[config.mk]
export PLATFORM = sky130hd
export DESIGN_NAME = wb_arbiter2
export DESIGN_NICKNAME = d
export VERILOG_FILES = /design/src/rtl/wb_arbiter2_pkg.sv /design/src/rtl/wb_arb_watchdog.sv /design/src/rtl/wb_arbiter2.sv
export SDC_FILE = /design/constraint.sdc
export NUM_CORES = 1
export LEC_CHECK = 0
export ABC_AREA = 0
export CAP_MARGIN = 0
export CORE_ASPECT_RATIO = 1.75
export CORE_MARGIN = 2
export CORE_UTILIZATION = 22
export CTS_BUF_LIST = sky130_fd_sc_hd__clkbuf_16
export DETAILED_ROUTE_END_ITERATION = 7
export PLACE_DENSITY_LB_ADDON = 0.25
export SYNTH_ARGS = -nofsm -noshare
export SYNTH_HDL_FRONTEND = slang
export SYNTH_SLANG_ARGS = --single-unit
[constraint.sdc]
create_clock -name clk -period 1.8 [get_ports clk]
set_input_delay 0.27 -clock clk [delete_from_list [all_inputs] [get_ports clk]]
set_output_delay 0.27 -clock clk [all_outputs]
set_load 0.03 [all_outputs]
[src/rtl/wb_arbiter2_pkg.sv]
// wb_arbiter2_pkg
//   Types and constants used by the two-master Wishbone arbiter.
//   arb_state_t : grant state (idle / master 0 / master 1)
//   NOOP        : J1 no-operation opcode returned on a watchdog-terminated read
package wb_arbiter2_pkg;

    typedef enum logic [1:0] {
        ARB_IDLE = 2'd0,
        ARB_GNT0 = 2'd1,
        ARB_GNT1 = 2'd2
    } arb_state_t;

    localparam logic [15:0] NOOP = 16'h6000;

endpackage

[src/rtl/wb_arb_watchdog.sv]
// wb_arb_watchdog
//   Counts stalled cycles of the granted transfer and flags expiry on the
//   TIMEOUT-th stalled cycle. Only instantiated when WB_ARB_TIMEOUT_EN is defined.
// Ports
//   clk       in   clock
//   reset_n   in   asynchronous active-low reset
//   stall_i   in   granted master strobing, slave not acking this cycle
//   clr_i     in   clear counter (ack seen, or no transfer in progress)
//   expire_o  out  high during the TIMEOUT-th consecutive stalled cycle
module wb_arb_watchdog #(
    parameter int unsigned TIMEOUT = 255
) (
    input  logic clk,
    input  logic reset_n,
    input  logic stall_i,
    input  logic clr_i,
    output logic expire_o
);

    localparam int unsigned TW = $clog2(TIMEOUT + 1);

    logic [TW-1:0] cnt_q;

    assign expire_o = stall_i & (cnt_q == TW'(TIMEOUT - 1));

    always_ff @(posedge clk or negedge reset_n) begin
        if (!reset_n) begin
            cnt_q <= '0;
        end else if (clr_i || expire_o) begin
            cnt_q <= '0;
        end else if (stall_i) begin
            cnt_q <= cnt_q + TW'(1);
        end
    end

endmodule

[src/rtl/wb_arbiter2.sv]
// wb_arbiter2
//   Two-master round-robin Wishbone arbiter with a per-master burst quantum.
//   The grant is registered; the granted master is forwarded combinationally
//   to the shared slave bus. Optional watchdog: define WB_ARB_TIMEOUT_EN.
// Ports (m0/m1 seen from the arbiter, i.e. master outputs are _i here)
//   clk, reset_n                      clock, asynchronous active-low reset
//   mX_cyc_i/stb_i/we_i/adr_i/wdat_i  master X request (wdat = master dat_o)
//   mX_ack_o/rdat_o                   master X response (rdat = master dat_i)
//   s_cyc_o/stb_o/we_o/adr_o/wdat_o   shared slave bus request
//   s_ack_i/rdat_i                    shared slave bus response
//   gnt_o                             one-hot grant {m1,m0}, 00 = idle
module wb_arbiter2 #(
    parameter int unsigned AW      = 16,
    parameter int unsigned DW      = 16,
    parameter int unsigned QUANTUM = 4,
    parameter int unsigned TIMEOUT = 255
) (
    input  logic          clk,
    input  logic          reset_n,
    input  logic          m0_cyc_i,
    input  logic          m0_stb_i,
    input  logic          m0_we_i,
    input  logic [AW-1:0] m0_adr_i,
    input  logic [DW-1:0] m0_wdat_i,
    output logic          m0_ack_o,
    output logic [DW-1:0] m0_rdat_o,
    input  logic          m1_cyc_i,
    input  logic          m1_stb_i,
    input  logic          m1_we_i,
    input  logic [AW-1:0] m1_adr_i,
    input  logic [DW-1:0] m1_wdat_i,
    output logic          m1_ack_o,
    output logic [DW-1:0] m1_rdat_o,
    output logic          s_cyc_o,
    output logic          s_stb_o,
    output logic          s_we_o,
    output logic [AW-1:0] s_adr_o,
    output logic [DW-1:0] s_wdat_o,
    input  logic          s_ack_i,
    input  logic [DW-1:0] s_rdat_i,
    output logic [1:0]    gnt_o
);

    import wb_arbiter2_pkg::*;

    localparam int unsigned CW = $clog2(QUANTUM + 1);

    if (QUANTUM < 1 || TIMEOUT < 1) begin : g_bad_param
        $error("wb_arbiter2: QUANTUM and TIMEOUT must be >= 1");
    end

    arb_state_t    state_q;
    logic [1:0]    gnt_q;
    logic          last_q;      // 1: m1 was granted most recently
    logic [CW-1:0] cnt_q;

    logic req0, req1, sel0, sel1;
    logic cur_cyc, cur_stb, cur_req, oth_req;
    logic expire, ack_eff;

    assign req0 = m0_cyc_i & m0_stb_i;
    assign req1 = m1_cyc_i & m1_stb_i;
    assign sel0 = (state_q == ARB_GNT0);
    assign sel1 = (state_q == ARB_GNT1);

    // Current/other views of the masters so the FSM handles both grants alike
    assign cur_cyc = sel0 ? m0_cyc_i : (sel1 ? m1_cyc_i : 1'b0);
    assign cur_stb = sel0 ? m0_stb_i : (sel1 ? m1_stb_i : 1'b0);
    assign cur_req = cur_cyc & cur_stb;
    assign oth_req = sel0 ? req1 : (sel1 ? req0 : 1'b0);

`ifdef WB_ARB_TIMEOUT_EN
    logic wd_stall, wd_clr;

    assign wd_stall = cur_req & ~s_ack_i;
    assign wd_clr   = s_ack_i | ~cur_req;

    wb_arb_watchdog #(
        .TIMEOUT(TIMEOUT)
    ) u_watchdog (
        .clk     (clk),
        .reset_n (reset_n),
        .stall_i (wd_stall),
        .clr_i   (wd_clr),
        .expire_o(expire)
    );
`else
    assign expire = 1'b0;
`endif

    // A watchdog expiry terminates the transfer exactly like a slave ack
    assign ack_eff = s_ack_i | expire;

    always_comb begin
        s_cyc_o   = 1'b0;
        s_stb_o   = 1'b0;
        s_we_o    = 1'b0;
        s_adr_o   = '0;
        s_wdat_o  = '0;
        m0_ack_o  = 1'b0;
        m0_rdat_o = '0;
        m1_ack_o  = 1'b0;
        m1_rdat_o = '0;
        if (sel0) begin
            s_cyc_o   = m0_cyc_i & ~expire;
            s_stb_o   = m0_stb_i & ~expire;
            s_we_o    = m0_we_i;
            s_adr_o   = m0_adr_i;
            s_wdat_o  = m0_wdat_i;
            m0_ack_o  = ack_eff;
            m0_rdat_o = expire ? DW'(NOOP) : s_rdat_i;
        end else if (sel1) begin
            s_cyc_o   = m1_cyc_i & ~expire;
            s_stb_o   = m1_stb_i & ~expire;
            s_we_o    = m1_we_i;
            s_adr_o   = m1_adr_i;
            s_wdat_o  = m1_wdat_i;
            m1_ack_o  = ack_eff;
            m1_rdat_o = expire ? DW'(NOOP) : s_rdat_i;
        end
    end

    assign gnt_o = gnt_q;

    always_ff @(posedge clk or negedge reset_n) begin
        if (!reset_n) begin
            state_q <= ARB_IDLE;
            gnt_q   <= 2'b00;
            last_q  <= 1'b1;
            cnt_q   <= '0;
        end else begin
            case (state_q)
                ARB_IDLE: begin
                    cnt_q <= '0;
                    // Both requesting: m0 wins only if m1 was served last
                    if (req0 && (!req1 || last_q)) begin
                        state_q <= ARB_GNT0;
                        gnt_q   <= 2'b01;
                        last_q  <= 1'b0;
                    end else if (req1) begin
                        state_q <= ARB_GNT1;
                        gnt_q   <= 2'b10;
                        last_q  <= 1'b1;
                    end
                end
                ARB_GNT0, ARB_GNT1: begin
                    if (ack_eff) begin
                        if (oth_req && (cnt_q == CW'(QUANTUM - 1) || !cur_req)) begin
                            state_q <= sel0 ? ARB_GNT1 : ARB_GNT0;
                            gnt_q   <= sel0 ? 2'b10 : 2'b01;
                            last_q  <= sel0;
                            cnt_q   <= '0;
                        end else if (!cur_req) begin
                            state_q <= ARB_IDLE;
                            gnt_q   <= 2'b00;
                            cnt_q   <= '0;
                        end else if (cnt_q != CW'(QUANTUM - 1)) begin
                            cnt_q <= cnt_q + CW'(1);
                        end
                    end else if (!cur_cyc || (!cur_stb && oth_req)) begin
                        // Bus cycle abandoned, or idle strobe while the other waits
                        cnt_q <= '0;
                        if (oth_req) begin
                            state_q <= sel0 ? ARB_GNT1 : ARB_GNT0;
                            gnt_q   <= sel0 ? 2'b10 : 2'b01;
                            last_q  <= sel0;
                        end else begin
                            state_q <= ARB_IDLE;
                            gnt_q   <= 2'b00;
                        end
                    end
                end
                default: begin
                    state_q <= ARB_IDLE;
                    gnt_q   <= 2'b00;
                    cnt_q   <= '0;
                end
            endcase
        end
    end

endmodule
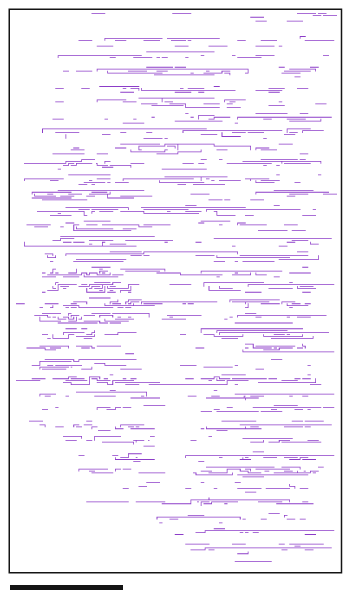
**Above:** run 1 (met1 routing).
Bar = 20 um.
The wires run mostly horizontal. The longest straight run is 29.0 um. 355 nets have wire on it. The layer carries 2440 um of wire.

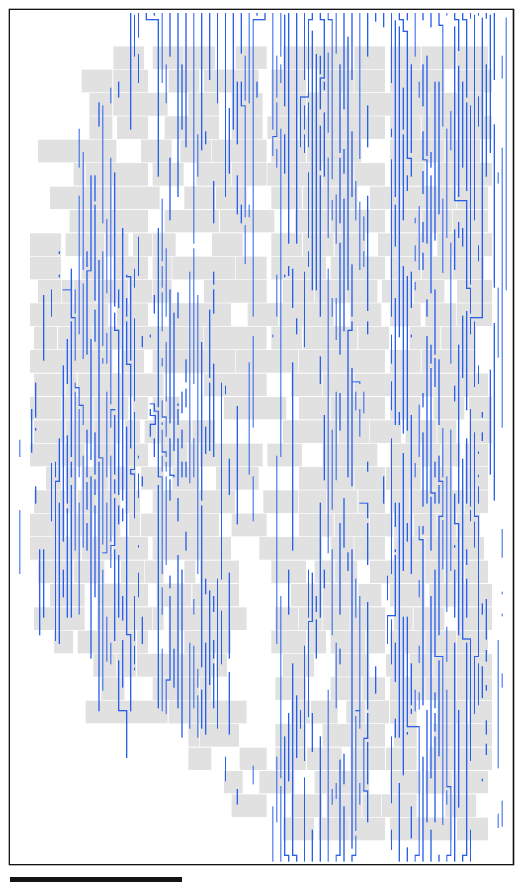
**Above:** run 1 (M2 wires).
Bar = 20 um.
401 nets have wire on it. The layer holds 55% of the routed length. The wires run mostly vertical.

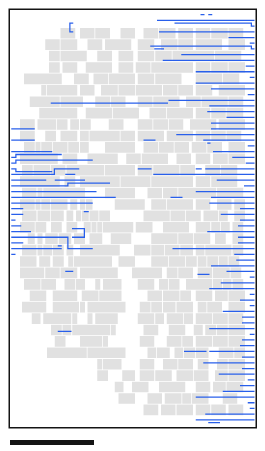
**Above:** run 1 (metal 3).
Bar = 20 um.
The wires run mostly horizontal. The layer holds 11% of the routed length. 104 nets have wire on it. The layer carries 896 um of wire.

==> results.txt, run 1 <==
flow finished, numbers: Worst EP arrival between 1.5 and 2 ns, cycle use final 1.12, Floorplan Nets between 200 and 250, largest net degree at the start of global routing about 51, # Post-CTS Setup Buffers 11, slowest CP cell dfrtp_2, most common cell in the netlist and2_1, Post-Synthesis Cells 149, Die X 58.5 um, # setup viols final approximately 75, vias per inst 5.12, Final #Nets roughly 430, CP Capture Type output pin, Seq share, synth 0.132, maximum clock frequency ~500 MHz, CTS tree built, Global Route Usage Sum 0.241, n_diodes 0, Slew headroom 0.760, failing checks negative setup slack, status finished with violations, Sink Count 6, Required @ worst endpoint approximately 1.5 ns, DR WL met3 895 um, ys cells between 100 and 150, HPWL Detailed between 5 and 6 mm, drt pass-1 iters 4, most numerous logic cell after layout clkdlybuf4s50_1, CP most frequent cell buf_6, Post-synth EDFFs 0, final setup margin -0.225 ns, post-route ant nets 0, register bit count reported by yosys 6, WL per Instance about 20 um, worst-skew pair later-pin latency ~0.23 ns, initial antenna violation count 0, Synth area leader a22o_1, CTS Buf Count 3, crit path kind flop to output pin, drt initial violations around 70, Ys Warns 0, final instance area about 0.0038 mm^2
[run 1: worst register-to-register path: stages, from the launching register on]
cell and delay (ns):
dfrtp_2 0.44, inv_2 0.09, ha_4 0.15, buf_6 0.12, and4b_1 0.22, a21o_1 0.17, o2111ai_4 0.13, o211ai_1 0.21
mux2_1 0.37
[run 1: power by group]
part | internal (mW) | switching (mW) | leakage, nW
registers | 0.183 | 0.0440 | 0.0752
clock network | 0.289 | 0.0890 | 0.0423
logic | 2.82 | 2.50 | 1.63
[run 1: area by class of cell]
cell class | count | area, um^2
Sequential cell | 6 | 154
Timing Repair Buffer | 197 | 2160
Fill cell | 319 | 1150
Clock buffer | 3 | 75.1
Multi-Input combinational cell | 125 | 1350
Clock inverter | 1 | 3.75
Tap cell | 54 | 67.6
Inverter | 5 | 18.8
[run 1: per-layer routing]
layer,vias to the layer above,global-route usage
met3,16,0.0988
met2,116,0.450
li1,930,-
met4,0,0.0644
met5,-,0
met1,941,0.233
[run 1: per-stage QoR]
step           utilization  setup slack, ns  hold WS [ns]  std cells
2_1_floorplan            -           -0.191       -0.0256        149
3_3_place_gp         0.598           -0.147         0.488        368
3_5_place_dp         0.598           -0.201         0.494        368
4_1_cts              0.721           -0.201         0.306        385
5_1_grt              0.768           -0.281         0.337        391
6_report             0.768           -0.225         0.308        391
[run 1: cell families (layout without fill, tap and decap cells)]
| logic type | count (synthesis) | in the layout | share of synthesized area |
|---|---|---|---|
| simple gates | 66 | 66 | 0.339 |
| fa+ha+maj | 6 | 6 | 0.0656 |
| mux | 5 | 5 | 0.0481 |
| compound gates | 48 | 48 | 0.348 |
| flops | 6 | 6 | 0.132 |
| buf+inv | 18 | 206 | 0.0667 |
[run 1: flip-flops by register name, indices dropped and copies added (netlist names)]
signal / count
cnt_q: 3
gnt_o: 2
last_q: 1
==> run 2, diff against run 1 <==
- SLEW_MARGIN: not set -> 20
- SYNTH_HIERARCHICAL: not set -> 1
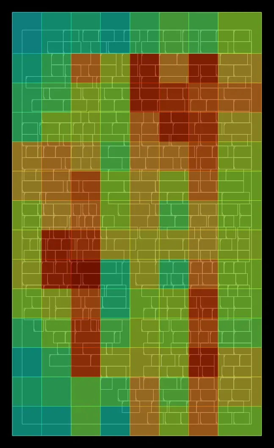
**Above:** run 2 (congestion heat map).
met3 usage: 0.0988
GRT busiest layer: met2

==> run 2 against run 1 <==
Global-route usage is the same. Sequential power is essentially flat. Largest cell class unchanged. First-iteration DRC count is the same. The flow still finishes with violations (negative setup slack). Worst hold slack is the same. Clock power is essentially flat. Sequential share of layout area is the same.
==> results.txt, run 2 <==
flow finished, numbers: status finished with violations, failing checks negative setup slack, max reg flops 3 (unchanged), r2r endpoint gnt_o[0], register bit count reported by yosys 6 (unchanged), DP Area just under 0.003 mm^2, HPWL Detailed 5.46 mm (unchanged), via count about 2000, # setup viols final 75 (unchanged), Min Hold Slack 0.308 ns (unchanged), floorplan utilization 0.230, maximum clock frequency 494 MHz (unchanged), Post-Synthesis Cells 149 (unchanged), n_diodes 0 (unchanged), GP Congestion about 0.94, WL per Instance 20.1 um (unchanged), largest net degree at the start of global routing 51 (unchanged), worst-skew pair later-pin latency 0.23 ns (about the same), total power roughly 5.9 mW, slowest CP cell dfrtp_2, Post-synth EDFFs 0 (unchanged), final global-route overflow total 0, Period minus WS final between 2 and 2.5 ns, cycle use final 1.12 (unchanged), vias per inst 5.12 (unchanged), Die X 58.5 um (unchanged), I/O Buffers ~160, final wirelength slightly below 8 mm, met1 WL 2.44 mm, CTS tree built, Reg2Reg Depth 8, Required @ worst endpoint 1.53 ns (about the same), Placement Setup Slack -0.201 ns (unchanged), final instance area 0.00382 mm^2 (unchanged), final setup margin -0.225 ns (unchanged), DR WL met3 895 um (unchanged), CP Capture Type output pin, Mapped Area about 0.0011 mm^2, Setup crit start gnt_o[0], fill cell count 319 (unchanged), most common cell in the netlist and2_1, CP most frequent cell buf_6, setup slack, reg-to-reg -0.22 ns, WP buf/inv 5, Synth area leader a22o_1, Top cells excl fill/tap clkdlybuf4s50_1 (90), buf_6 (57), buf_4 (33), Least-Margin Pin Slew 0.359 ns, Floorplan Nets 244 (unchanged), Pleak 1.75 nW, most numerous logic cell after layout clkdlybuf4s50_1, Slew headroom 0.760 (unchanged), Final #Nets 433 (unchanged), initial antenna violation count 0 (unchanged), Sink Count 6 (unchanged), Worst EP arrival 1.75 ns (about the same), Ys Warns 6 (+6), I/O pins approximately 160, crit path kind flop to output pin, drt pass-1 iters 4 (unchanged), CTS Buffer Depth 2, DR WL met2 ~4.3 mm, CTS Buf Count 3 (unchanged), Global Route Usage Sum 0.241 (unchanged), drt initial violations 72 (unchanged), Seq share, synth 0.132 (unchanged), post-route ant nets 0 (unchanged), Netlist cell types 36, ys cells 149 (unchanged), Biggest register cnt_q, Largest delay share family, worst path buffers and inverters
run 2: cell counts in the layout (fill, tap and decap cells not counted):
Identical to the previous run, type by type.
run 2: how the worst min path moves through the flow:
| stage | start | endpoint |
|---|---|---|
| final | reset_n | gnt_o[1] |
| after global routing | reset_n | cnt_q[0] |
| after CTS | reset_n | cnt_q[2] |
| after detailed placement | cnt_q[2] | cnt_q[2] |
| after global placement | cnt_q[2] | cnt_q[2] |
| after floorplan | reset_n | cnt_q[0] |
run 2: metal layers:
layer | vias to the layer above | GRT usage
met5 | - | 0
met1 | 941 | 0.233
met4 | 0 | 0.0644
met2 | 116 | 0.450
li1 | 930 | -
met3 | 16 | 0.0988
run 2: logic make-up after synthesis:
kind of cell	synth area share
compound gates	0.348
fa+ha+maj	0.0656
buf+inv	0.0667
flops	0.132
mux	0.0481
simple gates	0.339
run 2: cell type report:
type,instances,area [um^2],area share
tap,54,67.6,0.0177
clock buffer,3,75.1,0.0196
multi-input combinational,125,1350,0.352
clock inverter,1,3.75,0.000981
timing repair buffer,197,2160,0.565
inverter,5,18.8,0.00491
sequential,6,154,0.0402
run 2: through the flow:
stage	util	cells
5_1_grt	0.768	391
3_5_place_dp	0.598	368
4_1_cts	0.721	385
2_1_floorplan	-	149
3_3_place_gp	0.598	368
6_report	0.768	391
run 2: what timing repair did:
action,4_1_cts,5_1_grt
endpoints found under the setup margin,73,75
cloned,3,2
pin swaps,13,9
resized,75,44
setup buffers,11,4
run 2: report_power, final:
group / internal, mW / switching (mW) / total [mW]
clock: 0.289 / 0.0890 / 0.378
sequential: 0.183 / 0.0440 / 0.227
combinational: 2.82 / 2.50 / 5.32
Power figures rest on the tool's default switching activity, not on a simulated workload.
